[src/rtl/vending_pkg.sv]
// Shared types and helpers for the drink dispenser.
package vending_pkg;

  typedef enum logic [1:0] {
    IDLE     = 2'd0,
    DISPENSE = 2'd1,
    REPORT   = 2'd2,
    COOL     = 2'd3
  } state_t;

  // Bits needed to index v items; never returns less than 1.
  function automatic int unsigned clog2(input int unsigned v);
    int unsigned r;
    r = 0;
    for (int unsigned i = 0; i < 32; i++) begin
      if ((64'(1) << i) < 64'(v)) r = i + 1;
    end
    return (r == 0) ? 1 : r;
  endfunction

endpackage

[src/rtl/fin_edge_sync.sv]
// Two-flop synchroniser for one active-low finish sensor plus falling-edge detect.
module fin_edge_sync (
  input  logic sclk,
  input  logic srst,
  input  logic fin_n,
  output logic fall_c
);

  // sh[0..1] synchronise, sh[2] holds the previous synchronised value
  logic [2:0] sh;

  always_ff @(posedge sclk) begin
    if (srst) sh <= '1;
    else      sh <= {sh[1:0], fin_n};
  end

  assign fall_c = sh[2] & ~sh[1];

endmodule

[src/rtl/drink_dispenser.sv]
// Multi-channel drink dispenser: request handshake, valve drive, finish/timeout, cooldown.
module drink_dispenser
  import vending_pkg::*;
#(
  parameter int unsigned N_CH     = 4,
  parameter int unsigned TIMEOUT  = 1000,
  parameter int unsigned COOLDOWN = 4,
  parameter int unsigned CNT_W    = 8
) (
  input  logic                        sclk,
  input  logic                        srst,
  input  logic                        en,
  input  logic                        req_valid,
  input  logic [clog2(N_CH)-1:0]      req_ch,
  output logic                        req_ready,
  input  logic [N_CH-1:0]             drink_out_fin_n,
  output logic [N_CH-1:0]             drink_control,
  output logic                        done,
  output logic                        done_ok,
  output logic [N_CH-1:0]             fault_mask,
  output logic [N_CH*CNT_W-1:0]       disp_cnt
);

  localparam int unsigned IDX_W   = clog2(N_CH);
  localparam int unsigned TMR_W   = clog2(TIMEOUT + 1);
  localparam int unsigned CL_W    = clog2(COOLDOWN + 1);
  localparam int unsigned CH_SPAN = 1 << IDX_W;
  // Index values that name a real channel
  localparam logic [CH_SPAN-1:0] CH_OK = CH_SPAN'((64'(1) << N_CH) - 64'(1));

  state_t               state;
  logic [IDX_W-1:0]     ch;
  logic [TMR_W-1:0]     timer;
  logic [CL_W-1:0]      cool;
  logic [CNT_W-1:0]     cnt [N_CH];
  logic [N_CH-1:0]      fin;
  logic [CH_SPAN-1:0]   fin_ext;
  logic [CH_SPAN-1:0]   fault_ext;
  logic                 hs;
  logic                 accept;

  for (genvar g = 0; g < int'(N_CH); g++) begin : g_ch
    fin_edge_sync u_sync (
      .sclk   (sclk),
      .srst   (srst),
      .fin_n  (drink_out_fin_n[g]),
      .fall_c (fin[g])
    );
    assign disp_cnt[g*CNT_W +: CNT_W] = cnt[g];
  end

  assign fin_ext   = CH_SPAN'(fin);
  assign fault_ext = CH_SPAN'(fault_mask);
  assign req_ready = (state == IDLE) && en;
  assign hs        = req_valid && req_ready;
  assign accept    = CH_OK[req_ch] && !fault_ext[req_ch];

  always_ff @(posedge sclk) begin
    if (srst) begin
      state         <= IDLE;
      ch            <= '0;
      timer         <= '0;
      cool          <= '0;
      drink_control <= '0;
      done          <= 1'b0;
      done_ok       <= 1'b0;
      fault_mask    <= '0;
      for (int i = 0; i < int'(N_CH); i++) cnt[i] <= '0;
    end else begin
      done <= 1'b0;
      unique case (state)
        IDLE: begin
          if (hs) begin
            if (accept) begin
              ch            <= req_ch;
              timer         <= '0;
              drink_control <= N_CH'(1) << req_ch;
              state         <= DISPENSE;
            end else begin
              done    <= 1'b1;
              done_ok <= 1'b0;
              state   <= REPORT;
            end
          end
        end
        DISPENSE: begin
          timer <= timer + TMR_W'(1);
          // Abort first, then finish (wins over a simultaneous timeout), then timeout
          if (!en) begin
            drink_control <= '0;
            done          <= 1'b1;
            done_ok       <= 1'b0;
            state         <= REPORT;
          end else if (fin_ext[ch]) begin
            drink_control <= '0;
            done          <= 1'b1;
            done_ok       <= 1'b1;
            if (cnt[ch] != '1) cnt[ch] <= cnt[ch] + CNT_W'(1);
            state         <= REPORT;
          end else if (timer == TMR_W'(TIMEOUT - 1)) begin
            drink_control  <= '0;
            fault_mask[ch] <= 1'b1;
            done           <= 1'b1;
            done_ok        <= 1'b0;
            state          <= REPORT;
          end
        end
        REPORT: begin
          done_ok <= 1'b0;
          cool    <= '0;
          state   <= (COOLDOWN == 0) ? IDLE : COOL;
        end
        COOL: begin
          if (cool == CL_W'(COOLDOWN - 1)) state <= IDLE;
          else                             cool  <= cool + CL_W'(1);
        end
        default: state <= IDLE;
      endcase
    end
  end

endmodule

[config.mk]
export PLATFORM = sky130hd
export DESIGN_NAME = drink_dispenser
export DESIGN_NICKNAME = d
export VERILOG_FILES = /design/src/rtl/vending_pkg.sv /design/src/rtl/fin_edge_sync.sv /design/src/rtl/drink_dispenser.sv
export SDC_FILE = /design/constraint.sdc
export NUM_CORES = 1
export LEC_CHECK = 0
export CAP_MARGIN = 10
export CORE_ASPECT_RATIO = 1.2
export CORE_UTILIZATION = 55
export CTS_BUF_LIST = sky130_fd_sc_hd__clkbuf_4
export DETAILED_ROUTE_END_ITERATION = 16
export PLACE_DENSITY = 0.87
export SYNTH_ARGS = -nofsm -noshare
export SYNTH_HDL_FRONTEND = slang
export SYNTH_SLANG_ARGS = --single-unit
[constraint.sdc]
create_clock -name sclk -period 6.39 [get_ports sclk]
set_clock_uncertainty 0.1 [all_clocks]
set_input_delay 1.5975 -clock sclk [delete_from_list [all_inputs] [get_ports sclk]]
set_output_delay 1.5975 -clock sclk [all_outputs]
set_load 0.02 [all_outputs]
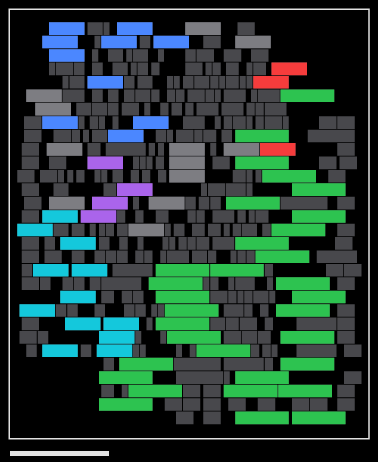
registers.png
Bar = 20 um. Other sequential cells in the stronger grey, the rest of the logic in the fainter grey.
legend:
  cool:
    colour: red
    placed_flops: 3
  fault_mask:
    colour: purple
    placed_flops: 4
    where: middle left
  timer:
    colour: blue
    placed_flops: 10
  g_ch.u_sync.sh:
    colour: cyan
    placed_flops: 12
  cnt:
    colour: green
    placed_flops: 32
not coloured: 12

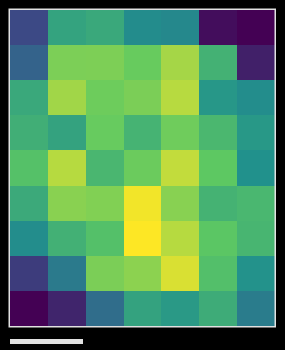
density.png
Bar = 20 um. The die is cut into 7 by 9 equal tiles; dark purple is low, yellow is high, 0 to 100% covered.
fullest tile: 100%
nearly empty tiles: 3.2%
tiles over 75% full: 35%

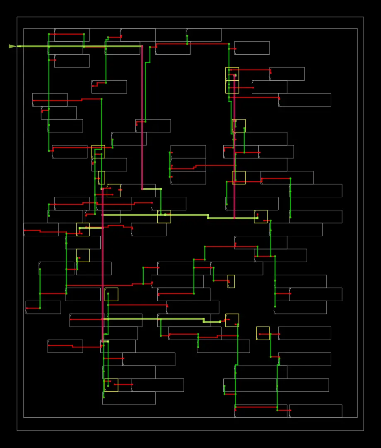
final_clocks.png
number of sinks on the clock net: 73
Clock Buffer Count: 14
clk ins delay skew pair: 410 ps

==> summary.txt <==
Notes on the flow outputs.

- The gate family responsible for the most delay along the worst path reads buffers and inverters.
- The number of warnings issued by yosys is 0.
- Measured in cells, the most critical reg-to-reg path has a length of 5.
- The number of cells traversed by the worst hold path is 1.
- Summing the areas of all compound-gate instances in the mapped netlist gives 6.198% of the synthesized area.
- Max fanout on the critical path was recorded as 8.
- The global routing met1 resource utilization is 27.89%.
- The cell count along the critical path reads 3.
- The floorplan utilization is 57.68%.
- Adding up every negative setup slack in the final design gives 0 ps.
- The TritonCTS clock tree reads yes.
- Among the stages of the critical path, the cell type that occurs most often is sky130_fd_sc_hd__clkdlybuf4s50_1.
- With fillers left out, the area of the finished cells amounts to 3981 um2.
- The main area contributors are sky130_fd_sc_hd__edfxtp_1 29%, sky130_fd_sc_hd__dfxtp_1 25%, sky130_fd_sc_hd__mux4_2 4.8%.
- The power per cell area is 249.7 nW/um2.
- The unique cell type count in the Yosys netlist is 43.
- The final-report max-slew violation count is 0.
- According to the timing report, the data required time at the worst endpoint equals 4690 ps.
- The synthesized-area fraction occupied by and/or/nand/nor cells is 20.46%.
- The async set-reset flop share out of synthesis reads 0%.
- In this run, power in combinational logic comes to 211 uW.
- The fraction of the cycle the final worst path needs is 72.95%.
- The clock network fraction of total power is 24.9%.
- Per the layout area report, the register area comes to 1782 um2.
- In the layout the commonest cells are 52 x sky130_fd_sc_hd__clkdlybuf4s50_1, 42 x sky130_fd_sc_hd__nor2_1, 41 x sky130_fd_sc_hd__dfxtp_1, 32 x sky130_fd_sc_hd__edfxtp_1, 15 x sky130_fd_sc_hd__nand2_1.
- The flow ran to the end, and the final reports show no timing, DRC or antenna violations.
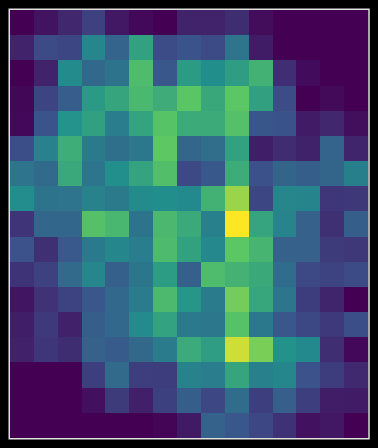
wire_density.png
The die is cut into 15 by 17 equal tiles; dark purple is low, yellow is high, scaled to the fullest tile. Values are wire area over tile area, all layers added.
densest ninth of the die: centre
nearly empty tiles: 12%
mean over tiles: 0.16

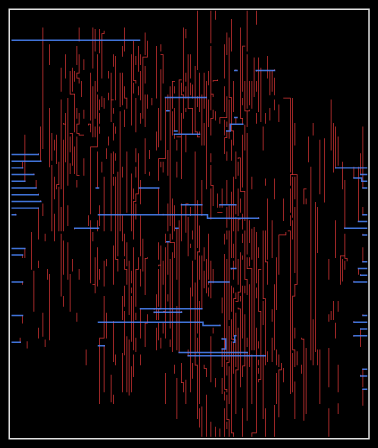
metal_stack.png
Two of the layers only.
legend:
  met3:
    colour: blue
    wire_length: 269 um
  met2:
    colour: red
    wire_length: 3360 um

No activity file was given, so power comes from the tool's default toggle rates.
